===== config.mk =====
export PLATFORM = sky130hd
export DESIGN_NAME = pipelined_ripple_adder
export DESIGN_NICKNAME = d
export VERILOG_FILES = /design/src/rtl/pipelined_ripple_adder.sv
export SDC_FILE = /design/constraint.sdc
export NUM_CORES = 1
export LEC_CHECK = 0
export CELL_PAD_IN_SITES_DETAIL_PLACEMENT = 1
export CELL_PAD_IN_SITES_GLOBAL_PLACEMENT = 1
export CORE_UTILIZATION = 24
export DETAILED_ROUTE_END_ITERATION = 8
export GPL_ROUTABILITY_DRIVEN = 0
export PLACE_DENSITY = 0.62
export RECOVER_POWER = 25
export SLEW_MARGIN = 5
export SYNTH_ARGS = -nofsm -noshare
export SYNTH_HDL_FRONTEND = slang
export SYNTH_SLANG_ARGS = --single-unit

===== constraint.sdc =====
create_clock -name clk -period 4.3 [get_ports clk]
set_input_delay 1.075 -clock clk [delete_from_list [all_inputs] [get_ports clk]]
set_output_delay 1.075 -clock clk [all_outputs]
set_load 0.01 [all_outputs]

===== src/rtl/pipelined_ripple_adder.sv =====
// ---------------------------------------------------------------------------
// pipelined_ripple_adder
//
// Pipelined ripple-carry adder. The DATA_WIDTH-bit add is split into
// STAGES = DATA_WIDTH / CHUNK_WIDTH chunks. Each chunk is a plain ripple of
// CHUNK_WIDTH full-adder cells closed by a register. Operands, partial sums
// and the inter-chunk carry travel down the pipeline together with a valid
// bit. A single global advance enable stalls every stage at once, so results
// leave strictly in acceptance order.
//
// Ports:
//   clk      in   sole clock, rising edge
//   rst      in   synchronous, active-high reset
//   a, b     in   DATA_WIDTH operands
//   ci       in   carry in
//   in_vld   in   operands valid
//   in_rd    out  operands accepted this cycle (combinational on out_rd, rst)
//   s        out  (a + b + ci) mod 2^DATA_WIDTH
//   co       out  unsigned carry out of bit DATA_WIDTH-1
//   ov       out  signed overflow (carry into MSB xor carry out of MSB)
//   out_vld  out  result valid (registered, independent of out_rd)
//   out_rd   in   downstream accepts result
// ---------------------------------------------------------------------------
module pipelined_ripple_adder #(
   parameter int DATA_WIDTH  = 32,
   parameter int CHUNK_WIDTH = 8
) (
   input  logic                  clk,
   input  logic                  rst,
   input  logic [DATA_WIDTH-1:0] a,
   input  logic [DATA_WIDTH-1:0] b,
   input  logic                  ci,
   input  logic                  in_vld,
   output logic                  in_rd,
   output logic [DATA_WIDTH-1:0] s,
   output logic                  co,
   output logic                  ov,
   output logic                  out_vld,
   input  logic                  out_rd
);

   localparam int STAGES = DATA_WIDTH / CHUNK_WIDTH;
   localparam int LAST   = STAGES - 1;

   if ((CHUNK_WIDTH < 1) || (CHUNK_WIDTH > DATA_WIDTH) ||
       (DATA_WIDTH % CHUNK_WIDTH != 0)) begin : g_width_check
      $error("pipelined_ripple_adder: DATA_WIDTH must be a multiple of CHUNK_WIDTH");
   end

   // Ripple of CHUNK_WIDTH full-adder cells.
   // Result layout: {carry into top cell, carry out of top cell, sum chunk}.
   function automatic logic [CHUNK_WIDTH+1:0] ripple_chunk(
      input logic [CHUNK_WIDTH-1:0] x,
      input logic [CHUNK_WIDTH-1:0] y,
      input logic                   cin
   );
      logic [CHUNK_WIDTH-1:0] sum;
      logic                   c;
      logic                   c_top;
      sum   = '0;
      c     = cin;
      c_top = cin;
      for (int i = 0; i < CHUNK_WIDTH; i++) begin
         if (i == CHUNK_WIDTH - 1) c_top = c;
         sum[i] = x[i] ^ y[i] ^ c;
         c      = (x[i] & y[i]) | (c & (x[i] ^ y[i]));
      end
      return {c_top, c, sum};
   endfunction

   // Stage registers. Element k is the register closing stage k.
   logic [STAGES-1:0]     vld_q, vld_d;
   logic [STAGES-1:0]     cy_q, cy_d;
   logic [DATA_WIDTH-1:0] sum_q [STAGES];
   logic [DATA_WIDTH-1:0] sum_d [STAGES];
   logic [DATA_WIDTH-1:0] opa_q [STAGES];
   logic [DATA_WIDTH-1:0] opa_d [STAGES];
   logic [DATA_WIDTH-1:0] opb_q [STAGES];
   logic [DATA_WIDTH-1:0] opb_d [STAGES];
   // Carry into bit DATA_WIDTH-1; only the last stage owns the MSB.
   logic                  cmsb_q, cmsb_d;

   // Stage inputs: stage 0 reads the ports, stage k reads register k-1.
   logic [STAGES-1:0]     st_vld;
   logic [STAGES-1:0]     st_cin;
   logic [DATA_WIDTH-1:0] st_a   [STAGES];
   logic [DATA_WIDTH-1:0] st_b   [STAGES];
   logic [DATA_WIDTH-1:0] st_sum [STAGES];

   logic en;

   always_comb begin
      logic [CHUNK_WIDTH+1:0] r;

      // Global stall: everything advances or everything holds.
      en    = !vld_q[LAST] | out_rd;
      in_rd = en & !rst;

      st_vld[0] = in_vld & in_rd;
      st_cin[0] = ci;
      st_a[0]   = a;
      st_b[0]   = b;
      st_sum[0] = '0;
      for (int k = 1; k < STAGES; k++) begin
         st_vld[k] = vld_q[k-1];
         st_cin[k] = cy_q[k-1];
         st_a[k]   = opa_q[k-1];
         st_b[k]   = opb_q[k-1];
         st_sum[k] = sum_q[k-1];
      end

      vld_d  = vld_q;
      cy_d   = cy_q;
      cmsb_d = cmsb_q;
      sum_d  = sum_q;
      opa_d  = opa_q;
      opb_d  = opb_q;
      r      = '0;

      for (int k = 0; k < STAGES; k++) begin
         if (en) begin
            vld_d[k] = st_vld[k];
            // Bubbles only move the valid bit; data registers keep their
            // contents so the outputs hold while out_vld is low.
            if (st_vld[k]) begin
               r = ripple_chunk(st_a[k][k*CHUNK_WIDTH +: CHUNK_WIDTH],
                                st_b[k][k*CHUNK_WIDTH +: CHUNK_WIDTH],
                                st_cin[k]);
               sum_d[k] = st_sum[k];
               sum_d[k][k*CHUNK_WIDTH +: CHUNK_WIDTH] = r[CHUNK_WIDTH-1:0];
               cy_d[k]  = r[CHUNK_WIDTH];
               opa_d[k] = st_a[k];
               opb_d[k] = st_b[k];
               if (k == LAST) cmsb_d = r[CHUNK_WIDTH+1];
            end
         end
      end
   end

   // ---- stage register boundary ----
   always_ff @(posedge clk) begin
      if (rst) begin
         vld_q  <= '0;
         cy_q   <= '0;
         cmsb_q <= 1'b0;
         sum_q  <= '{default: '0};
         opa_q  <= '{default: '0};
         opb_q  <= '{default: '0};
      end else begin
         vld_q  <= vld_d;
         cy_q   <= cy_d;
         cmsb_q <= cmsb_d;
         sum_q  <= sum_d;
         opa_q  <= opa_d;
         opb_q  <= opb_d;
      end
   end

   // Outputs are forced quiet while reset is held, including the cycle
   // before the synchronous clear takes effect.
   always_comb begin
      out_vld = vld_q[LAST] & !rst;
      s       = rst ? '0 : sum_q[LAST];
      co      = cy_q[LAST] & !rst;
      ov      = (cmsb_q ^ cy_q[LAST]) & !rst;
   end

endmodule


**Signal metal coverage by tile**

Scale: 2 px per um. The die is cut into 37 by 37 equal tiles; dark purple is low, yellow is high, scaled to the fullest tile. Values are wire area over tile area, all layers added.
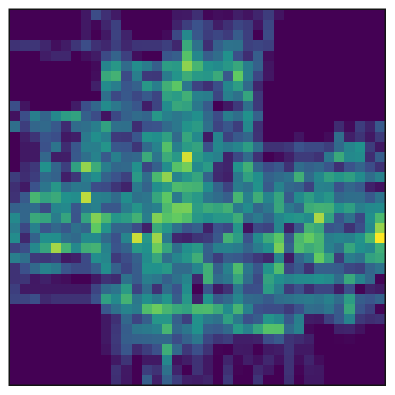
fullest tile = 0.37
mean over tiles = 0.092
emptiest ninth of the die = north-east
tiles over half the peak = 15%
densest ninth of the die = centre

**The clock network**

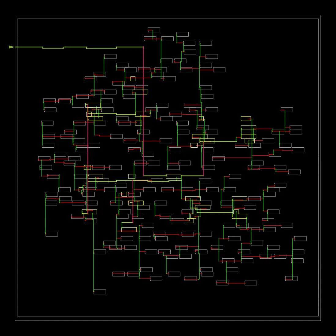
clock sink total: 185
clk_skew: 13.1 ps

**M3 wires**

Scale: 2 px per um. Cells faint in the background.
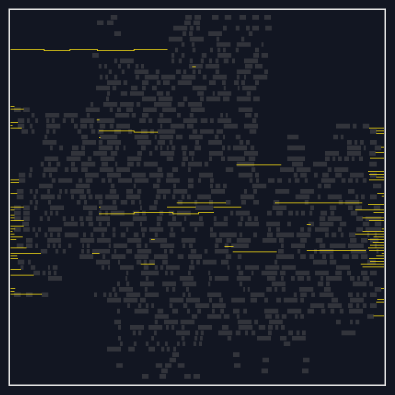
longest straight run = 43.2 um
main direction = horizontal
share of all routed wire = 3.3%
nets with wire on the layer = 70
wire length on this layer = 705 um

[path summary, 6_finish.rpt]
check,slack (ps),end,start,depth (start not counted)
worst min-delay path,470,opb_q[84]$_SDFFE_PP0P_,opb_q[116]$_SDFFE_PP0P_,2
worst max register to register,490,sum_q[31]$_SDFFE_PP0P_,cy_q[2]$_SDFFE_PP0P_,14
worst max-delay path,150,st_sum[71]$_SDFFE_PP0P_,a[1],10
worst min register to register,470,opb_q[84]$_SDFFE_PP0P_,opb_q[116]$_SDFFE_PP0P_,2
[logic make-up (layout without fill, tap and decap cells)]
logic type               Yosys count  count (layout)  synth area share (%)
other                              0               1                     0
AND/OR/NAND/NOR                  248             248                  18.8
AND-OR/OR-AND                    210             210                  13.8
adder cells (fa/ha/maj)           32              32                  7.78
flip-flops                       185             185                  45.0
buffers and inverters            112             179                  6.82
XOR/XNOR                           1               1                 0.106
multiplexers                      63              63                  7.69
[sequential cells by signal, indices dropped and copies added (netlist names)]
register	cells
opa_q	48
sum_q	32
cmsb_q	1
cy_q	4
vld_q	4
st_sum	48
opb_q	48
[final cells by class]
type	instances	area, sq um	area share (%)
multi-input combinational	554	3980	39.5
sequential	185	3700	36.7
timing repair buffer	116	1140	11.3
tap	448	561	5.55
clock buffer	17	425	4.22
clock inverter	15	155	1.54
inverter	31	116	1.15
antenna	1	2.50	0.0248
[worst min-delay path, delay by kind of cell, from the launching register on]
kind / cells / cell delay, ps
mux: 1 / 60
flops: 1 / 310
simple gates: 1 / 60
[where the power goes]
group          leakage (nW)  total, W  switching [W]  internal (W)
clock                 0.276   0.00155       0.000774      0.000777
combinational          1.90  0.000312       0.000160      0.000152
sequential             1.50   0.00180      0.0000325       0.00177
total                  3.68   0.00366       0.000966       0.00270
[per-layer routing]
metal / vias up / GRT usage (%) / routed length (um)
met1: 2911 / 17.0 / 10600
met5: - / 0 / 0
met4: 0 / 3.56 / 205
met3: 15 / 2.51 / 705
met2: 89 / 20.3 / 9700
li1: 3030 / - / -
[cell usage after synthesis (all sizes together), types with 4 or more instances]
cell type | number | area (sq um)
a211oi | 12 | 90.1
a21oi | 70 | 350
buf | 48 | 318
clkbuf | 33 | 128
dfxtp | 185 | 3700
fa | 32 | 641
inv | 31 | 116
mux2i | 61 | 611
nand2 | 6 | 27.5
nand2b | 115 | 727
nand3 | 54 | 270
nand4b | 30 | 263
nor2 | 4 | 15.0
nor2b | 36 | 225
o21ai | 105 | 526
o31ai | 22 | 165
[what timing repair did]
action	in CTS	in global routing
resized	5	11
pin swaps	0	9
endpoints found under the setup margin	1	1
hold buffers	0	0
[per-stage QoR]
step / cell area (sq um) / TNS (ps)
after floorplan: 8240 / 0
after global placement: 9490 / -1000
after detailed placement: 9490 / -1410
after CTS: 10100 / 0
after global routing: 10100 / 0
final: 10100 / 0
==> impl_metrics.toml <==
# yosys + openroad results
[logic_synthesis]
ys_types = 29
edf_count = 0
seq_area_frac_synth_pct = 45.0
yosysWarnings = 0
synth_cells = 851

[cts]
clkTransAtPathRegs_ps = 80
clockBufferDepth = 2

[timing]
hold_slack_ps = 472
min_period_over_period_pct = 96.5
final_max_slew_viol_count = 42
setup_ws_ps = 152
max_slew.worst_pin.slew_ps = 1700
setup_viol_count_final = 0
min_period_ps = 4150

[floorplanning]
dieWidth_um = 187
io_pins = 105

[finish]
fin_cells = 1367
fin_nets = 1006
mostFrequentLayoutCells = "dfxtp_1, nand2b_1, clkdlybuf4s50_1"

[setup_path]
critical_path.max_stage_delay_ps = 440
critPathArrivalTime_ps = 4510
crit_slowest_cell = "clkdlybuf4s50_1"
cpLargestDelayFamily = "adder cells"
cp_num_buf_inv = 2

[run_status]
violations = "max-capacitance violations, max-slew violations"
status = "finished with violations"

[flow_run]
maxCapViolCount = 1

[place]
dp.cells = 1334
io_buffers = 104

[detailed_routing]
antenna_left = 0
drt_iter0_drc = 297
wire_per_inst_um = 15.5

[power_and_ir_drop]
p_total_w = 0.00366

[global_routing]
gr-total-overflow = 0
Power is estimated from default activity; no workload was simulated.
